**src/rtl/core_sequencer.sv**
```systemverilog
// Boot and run-control sequencer: decodes a byte-serial host command stream,
// loads program memory, and gates the core through its reset and clock enable.
module core_sequencer #(
  parameter int PC_LEN    = 7,
  parameter int INSTR_LEN = 13
) (
  input  logic                 CLK,
  input  logic                 RST,
  input  logic [7:0]           RX_DATA,
  input  logic                 RX_VALID,
  output logic                 RX_READY,
  output logic                 PROM_WE,
  output logic [PC_LEN-1:0]    PROM_WADDR,
  output logic [INSTR_LEN-1:0] PROM_WDATA,
  input  logic [PC_LEN-1:0]    PC,
  output logic                 CORE_RSTN,
  output logic                 CORE_CE,
  output logic [1:0]           RUN_STATE,
  output logic                 ERR
);

  typedef enum logic [2:0] {
    C_IDLE, C_LD_CNT, C_LD_LO, C_LD_HI, C_WRITE, C_BRK_ADR
  } ctl_state_t;

  typedef enum logic [1:0] {
    R_INRESET = 2'b00,
    R_RUNNING = 2'b01,
    R_HALTED  = 2'b10
  } run_state_t;

  localparam logic [7:0] CMD_LOAD   = 8'h01;
  localparam logic [7:0] CMD_RUN    = 8'h02;
  localparam logic [7:0] CMD_HALT   = 8'h03;
  localparam logic [7:0] CMD_STEP   = 8'h04;
  localparam logic [7:0] CMD_RESET  = 8'h05;
  localparam logic [7:0] CMD_BRK    = 8'h06;
  localparam logic [7:0] CMD_BRKOFF = 8'h07;

  ctl_state_t          ctl_state;
  run_state_t          run_state;
  logic [8:0]          words_left;
  logic                bp_en;
  logic [PC_LEN-1:0]   bp_addr;
  logic                resume_skip;
  logic                step_pulse;
  logic                rx_fire;
  logic                cmd_fire;
  logic                bp_hit;

  assign rx_fire  = RX_VALID & RX_READY;
  assign cmd_fire = rx_fire && (ctl_state == C_IDLE);
  // The first cycle after a resume ignores the compare so the core can leave
  // the breakpoint address instead of re-halting on it.
  assign bp_hit   = bp_en && (PC == bp_addr) && !resume_skip;

  // NOTE: state is written with <= only so every flop samples pre-edge values.
  always_ff @(posedge CLK) begin
    if (RST) begin
      ctl_state  <= C_IDLE;
      RX_READY   <= 1'b0;
      PROM_WE    <= 1'b0;
      PROM_WADDR <= '0;
      PROM_WDATA <= '0;
      words_left <= '0;
      bp_en      <= 1'b0;
      bp_addr    <= '0;
      ERR        <= 1'b0;
    end else begin
      PROM_WE  <= 1'b0;
      RX_READY <= 1'b1;
      case (ctl_state)
        C_IDLE: begin
          if (rx_fire) begin
            case (RX_DATA)
              CMD_LOAD: begin
                ctl_state  <= C_LD_CNT;
                PROM_WADDR <= '0;
              end
              CMD_BRK:    ctl_state <= C_BRK_ADR;
              CMD_BRKOFF: bp_en     <= 1'b0;
              CMD_RUN, CMD_HALT, CMD_STEP, CMD_RESET: begin
              end
              default:    ERR <= 1'b1;
            endcase
          end
        end
        C_LD_CNT: begin
          if (rx_fire) begin
            words_left <= (RX_DATA == 8'd0) ? 9'd256 : {1'b0, RX_DATA};
            ctl_state  <= C_LD_LO;
          end
        end
        C_LD_LO: begin
          if (rx_fire) begin
            PROM_WDATA[7:0] <= RX_DATA;
            ctl_state       <= C_LD_HI;
          end
        end
        C_LD_HI: begin
          if (rx_fire) begin
            PROM_WDATA[INSTR_LEN-1:8] <= RX_DATA[INSTR_LEN-9:0];
            PROM_WE   <= 1'b1;
            RX_READY  <= 1'b0;
            ctl_state <= C_WRITE;
          end
        end
        C_WRITE: begin
          PROM_WADDR <= PROM_WADDR + PC_LEN'(1);
          words_left <= words_left - 9'd1;
          ctl_state  <= (words_left == 9'd1) ? C_IDLE : C_LD_LO;
        end
        C_BRK_ADR: begin
          if (rx_fire) begin
            bp_addr   <= RX_DATA[PC_LEN-1:0];
            bp_en     <= 1'b1;
            ctl_state <= C_IDLE;
          end
        end
        default: ctl_state <= C_IDLE;
      endcase
    end
  end

  // Run FSM: a breakpoint halt is the default; a later command assignment in
  // the same cycle takes precedence.
  always_ff @(posedge CLK) begin
    if (RST) begin
      run_state   <= R_INRESET;
      resume_skip <= 1'b0;
      step_pulse  <= 1'b0;
    end else begin
      resume_skip <= 1'b0;
      step_pulse  <= 1'b0;
      if (run_state == R_RUNNING && bp_hit)
        run_state <= R_HALTED;
      if (cmd_fire) begin
        case (RX_DATA)
          CMD_LOAD, CMD_RESET: run_state <= R_INRESET;
          CMD_RUN: begin
            if (run_state == R_INRESET)
              run_state <= R_RUNNING;
            else if (run_state == R_HALTED) begin
              run_state   <= R_RUNNING;
              resume_skip <= 1'b1;
            end
          end
          CMD_HALT: if (run_state == R_RUNNING) run_state <= R_HALTED;
          CMD_STEP: if (run_state == R_HALTED) step_pulse <= 1'b1;
          default: begin
          end
        endcase
      end
    end
  end

  assign CORE_RSTN = (run_state != R_INRESET);
  assign CORE_CE   = ((run_state == R_RUNNING) && !bp_hit) ||
                     ((run_state == R_HALTED) && step_pulse);
  assign RUN_STATE = run_state;

endmodule

```
**config.mk**
```make
export PLATFORM = sky130hd
export DESIGN_NAME = core_sequencer
export DESIGN_NICKNAME = d
export VERILOG_FILES = /design/src/rtl/core_sequencer.sv
export SDC_FILE = /design/constraint.sdc
export NUM_CORES = 1
export LEC_CHECK = 0
export CORE_UTILIZATION = 41
export DETAILED_ROUTE_END_ITERATION = 10
export HOLD_SLACK_MARGIN = 0.08
export PLACE_DENSITY = 0.69
export SYNTH_ARGS = -nofsm -noshare
export SYNTH_HDL_FRONTEND = slang
export SYNTH_SLANG_ARGS = --single-unit
```
**constraint.sdc**
```tcl
create_clock -name CLK -period 1.95 [get_ports CLK]
set_clock_uncertainty 0.15 [all_clocks]
set_input_delay 0.2925 -clock CLK [delete_from_list [all_inputs] [get_ports CLK]]
set_output_delay 0.2925 -clock CLK [all_outputs]
set_load 0.01 [all_outputs]
```
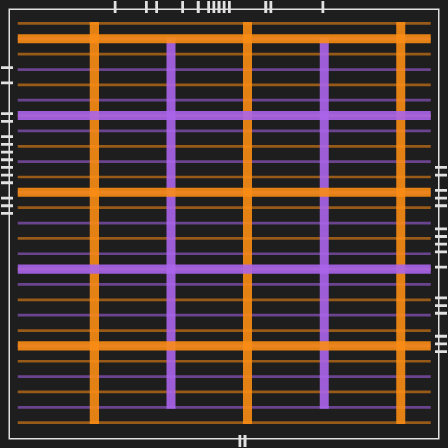
Fig. 1. Floorplan with the power grid (run 1).
Pins as bars on the die edge.
colour	net
purple	VDD
orange	VSS
met4 straps	5
signal pins	45
met1 rails	27
met5 straps	5
rows	26
VDD IR max: 0.450 mV
vertical die size: 75.8 microns
area of the core: 5170 sq um

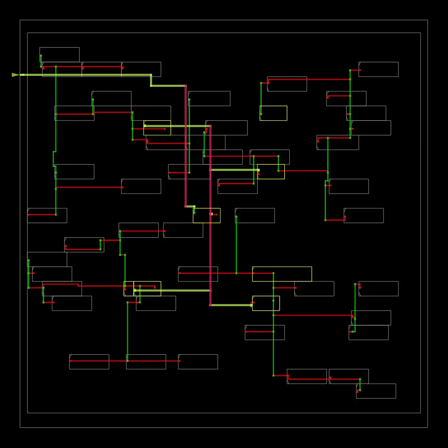
Fig. 2. Clock nets (run 1).
Sink Count: 47
P_clk: 0.748 mW
number of clock-tree buffers in the layout: 6

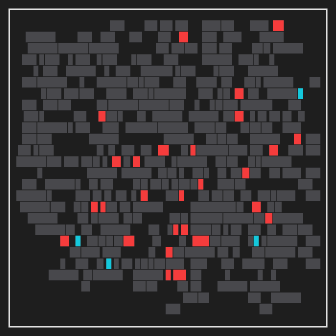
Fig. 3. Logic cells by family (run 1).
colour	family	cells
red	nand cells	27
cyan	inv cells	4

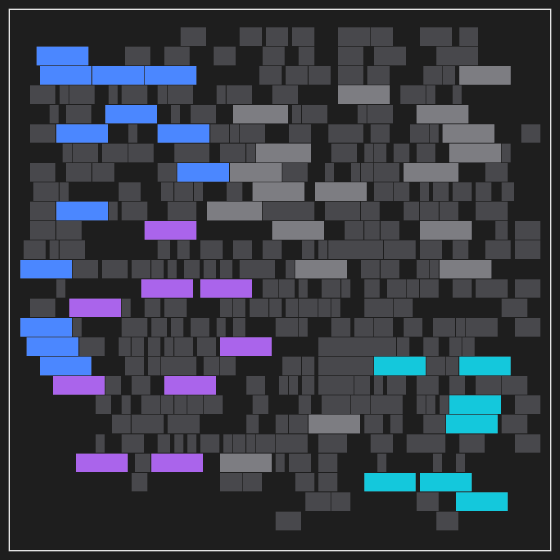
Fig. 4. Sequential cells grouped by signal name (run 1).
Other sequential cells in the stronger grey, the rest of the logic in the fainter grey.
colour	signal	sequential cells
purple	`words_left`	9
blue	`PROM_WDATA`	13
cyan	`PROM_WADDR`	7
not coloured	18
sequential share of cell area: 30.0%
FF+latch area: 946 sq um

==> reports/results.ini, run 1 <==
[min_path]
timing.hold.worst.class=primary input to flop
min_path_cells=3
timing.hold.worst.start=RX_DATA[1]

[pwr]
power_consumed_by_sequential_cells_mw=0.964
power_density_nw_per_um2=588
switchingPower_mw=0.408
top_power_group=sequential cells

[global_routing]
first_global_vias=1890
grt_use_met1_pct=27.3
global_route.usage.total_pct=21.6
top_usage_layer=met2

[finish]
buffers_excl_clock=81
comb-cell-share_pct=40.1
layout.cells.most_common_list=44 x sky130_fd_sc_hd__nor2_1, 43 x sky130_fd_sc_hd__dfxtp_1, 36 x sky130_fd_sc_hd__buf_4, 30 x sky130_fd_sc_hd__clkdlybuf4s50_1, 21 x sky130_fd_sc_hd__mux2i_1
layout.cells.largest_class=combinational gates

[cts]
clkTransAtPathRegs_ps=90
worstSkewPairLatency_ps=300

[route]
wirelength_microns=5770
drt_pass1_iterations=4

[yosys]
ys_sh_aoi_pct=13.0
yosysMostFrequentCell=sky130_fd_sc_hd__dfxtp_1
synthTopCellsByCount=47 x sky130_fd_sc_hd__dfxtp_1, 44 x sky130_fd_sc_hd__nor2_1, 21 x sky130_fd_sc_hd__mux2i_1
numSynthFlops=47

[timing]
min_period_over_period_pct=97.6

[worst_setup_path]
timing.rr.start=RX_READY$_SDFF_PP0_

[status]
outcome=finished, final reports clean

==> run 1 -> run 2 <==
--- a/config.mk
+++ b/config.mk
@@ -5,6 +5,7 @@
 export SDC_FILE = /design/constraint.sdc
 export NUM_CORES = 1
 export LEC_CHECK = 0
+export ABC_AREA = 0
 export CORE_UTILIZATION = 41
 export DETAILED_ROUTE_END_ITERATION = 10
 export HOLD_SLACK_MARGIN = 0.08
==> reports/results.ini, run 2 <==
[route]
drt_iter0_markers=77
wirelength_microns=5770
drt_pass1_iterations=4

[status]
outcome=finished, final reports clean

[finish]
layout.cells.largest_class=combinational gates
area.share.sequential_pct=30.0
clock_buffer_count=6
comb-cell-share_pct=40.1
buffers_excl_clock=81
area.sequential_sq_um=946
logic_area_sq_um=1260

[cts]
clkTransAtPathRegs_ps=90
clock_sink_count=47

[pwr]
top_power_group=sequential cells
powerClk_mw=0.748
ir_drop_mv=0.450
switchingPower_mw=0.408
static-leakage-power_nw=1.29
power_density_nw_per_um2=588

[yosys]
yosysMostFrequentCell=sky130_fd_sc_hd__dfxtp_1
synthTopCellsByCount=47 x sky130_fd_sc_hd__dfxtp_1, 44 x sky130_fd_sc_hd__nor2_1, 21 x sky130_fd_sc_hd__mux2i_1
numSynthFlops=47
synth.yosys.chip_area_sq_um=2230
ys_sh_aoi_pct=13.0

[min_path]
timing.hold.worst.start=RX_DATA[1]
min_path_cells=3
timing.hold.worst.class=primary input to flop

[global_routing]
top_usage_layer=met2
global_route.usage.total_pct=21.6
grt_use_met1_pct=27.3
first_global_vias=1890

[floorplan]
row_count=26
fp.coreArea_sq_um=5170
pin_count=45
die-height_microns=75.8

[timing]
min_period_over_period_pct=97.6
fin_crit_period_ps=1900
worst-slew-pin-transition_ps=453

[worst_setup_path]
end_kind=primary output
timing.critical_path.buf_inv=3
timing.rr.start=RX_READY$_SDFF_PP0_

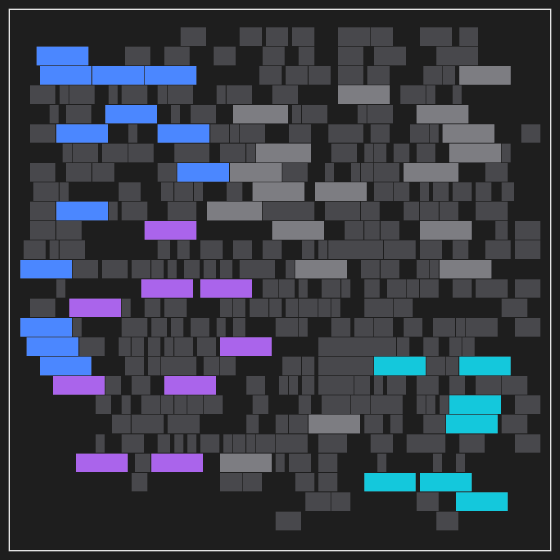
Fig. 5. Sequential cells grouped by signal name (run 2).
Other sequential cells in the stronger grey, the rest of the logic in the fainter grey.
colour	signal	sequential cells
purple	`words_left`	9
cyan	`PROM_WADDR`	7
blue	`PROM_WDATA`	13
Util after Layout: 61.0%
power consumed by sequential cells: 0.964 mW

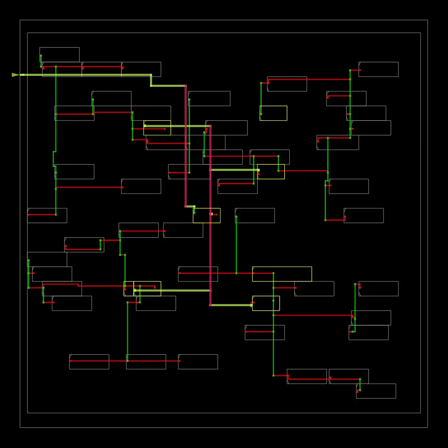
Fig. 6. Clock nets (run 2).
CTS buffer count: 5
latest clock arrival within the worst-skew pair: 300 ps

==> run 2 -> run 3 <==
==> constraint.sdc (replaced) <==
create_clock -name CLK -period 1.95 [get_ports CLK]
set_clock_uncertainty 0.15 [all_clocks]
set_input_delay 0.2925 -clock CLK [delete_from_list [all_inputs] [get_ports CLK]]
set_output_delay 0.2925 -clock CLK [all_outputs]
set_load 0.005 [all_outputs]
==> reports/results.ini, run 3 <==
[worst_setup_path]
startpoint_type=primary input
end_kind=primary output
timing.critical_path.buf_inv=3

[yosys]
numSynthFlops=47
yosysMostFrequentCell=sky130_fd_sc_hd__dfxtp_1
synthTopCellsByCount=47 x sky130_fd_sc_hd__dfxtp_1, 44 x sky130_fd_sc_hd__nor2_1, 21 x sky130_fd_sc_hd__mux2i_1
synth.yosys.chip_area_sq_um=2230

[global_routing]
grt_use_met1_pct=25.4
global_route.usage.total_pct=19.7
top_usage_layer=met2

[floorplan]
pin_count=45
row_count=26
fp.coreArea_sq_um=5170
die-height_microns=75.8
num_tapcells=70

[finish]
logic_area_sq_um=1300
buffers_excl_clock=82
layout.cells.largest_class=combinational gates
area.share.sequential_pct=29.8
layout.cells.most_common_list=44 x sky130_fd_sc_hd__nor2_1, 41 x sky130_fd_sc_hd__dfxtp_1, 38 x sky130_fd_sc_hd__buf_4, 28 x sky130_fd_sc_hd__clkdlybuf4s50_1, 21 x sky130_fd_sc_hd__mux2i_1
area.sequential_sq_um=948
clock_buffer_count=7
final_util_pct=61.5

[min_path]
timing.hold.worst.class=primary input to flop
min_path_cells=3
timing.hold.worst.start=RX_DATA[1]

[cts]
clock_sink_count=47
clkTransAtPathRegs_ps=80
postCtsSetupBuffers=0
cts-buffers-inserted=5

[route]
drt_pass1_iterations=4
wirelength_microns=5430
drt_iter0_markers=70

[timing]
min_period_over_period_pct=98.7
worst-slew-pin-transition_ps=364
fin_crit_period_ps=1920

[pwr]
switchingPower_mw=0.403
static-leakage-power_nw=1.32
ir_drop_mv=0.503
powerClk_mw=0.652
power_consumed_by_sequential_cells_mw=0.964
power_density_nw_per_um2=553

[status]
outcome=finished, final reports clean

[placed_design]
dpl.hpwl_microns=3950

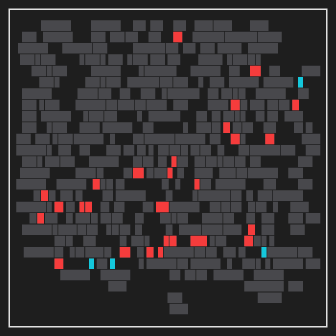
Fig. 7. Logic cells by family (run 3).
colour	family	cells
cyan	inv cells	4
red	nand cells	27
logic gate fraction of the total cell area: 40.8%
most common logic cell in the routed design: sky130_fd_sc_hd__nor2_1
Layout Cells excl Fill: 398

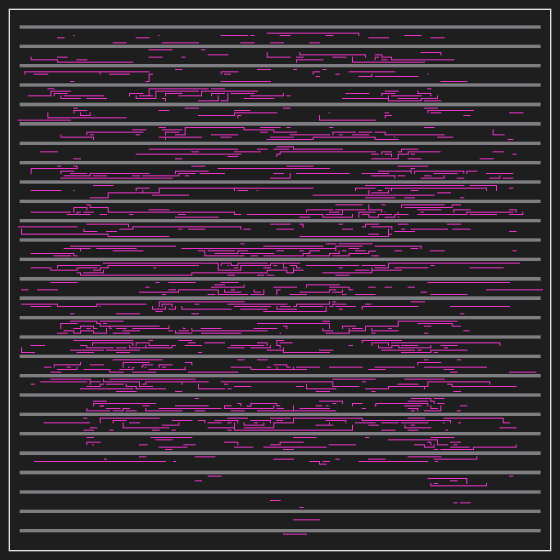
Fig. 8. The metal 1 layer (run 3).
Supply wires on this layer in grey.
nets with wire on the layer	308
share of all routed wire	46%

Power is estimated from default activity; no workload was simulated.
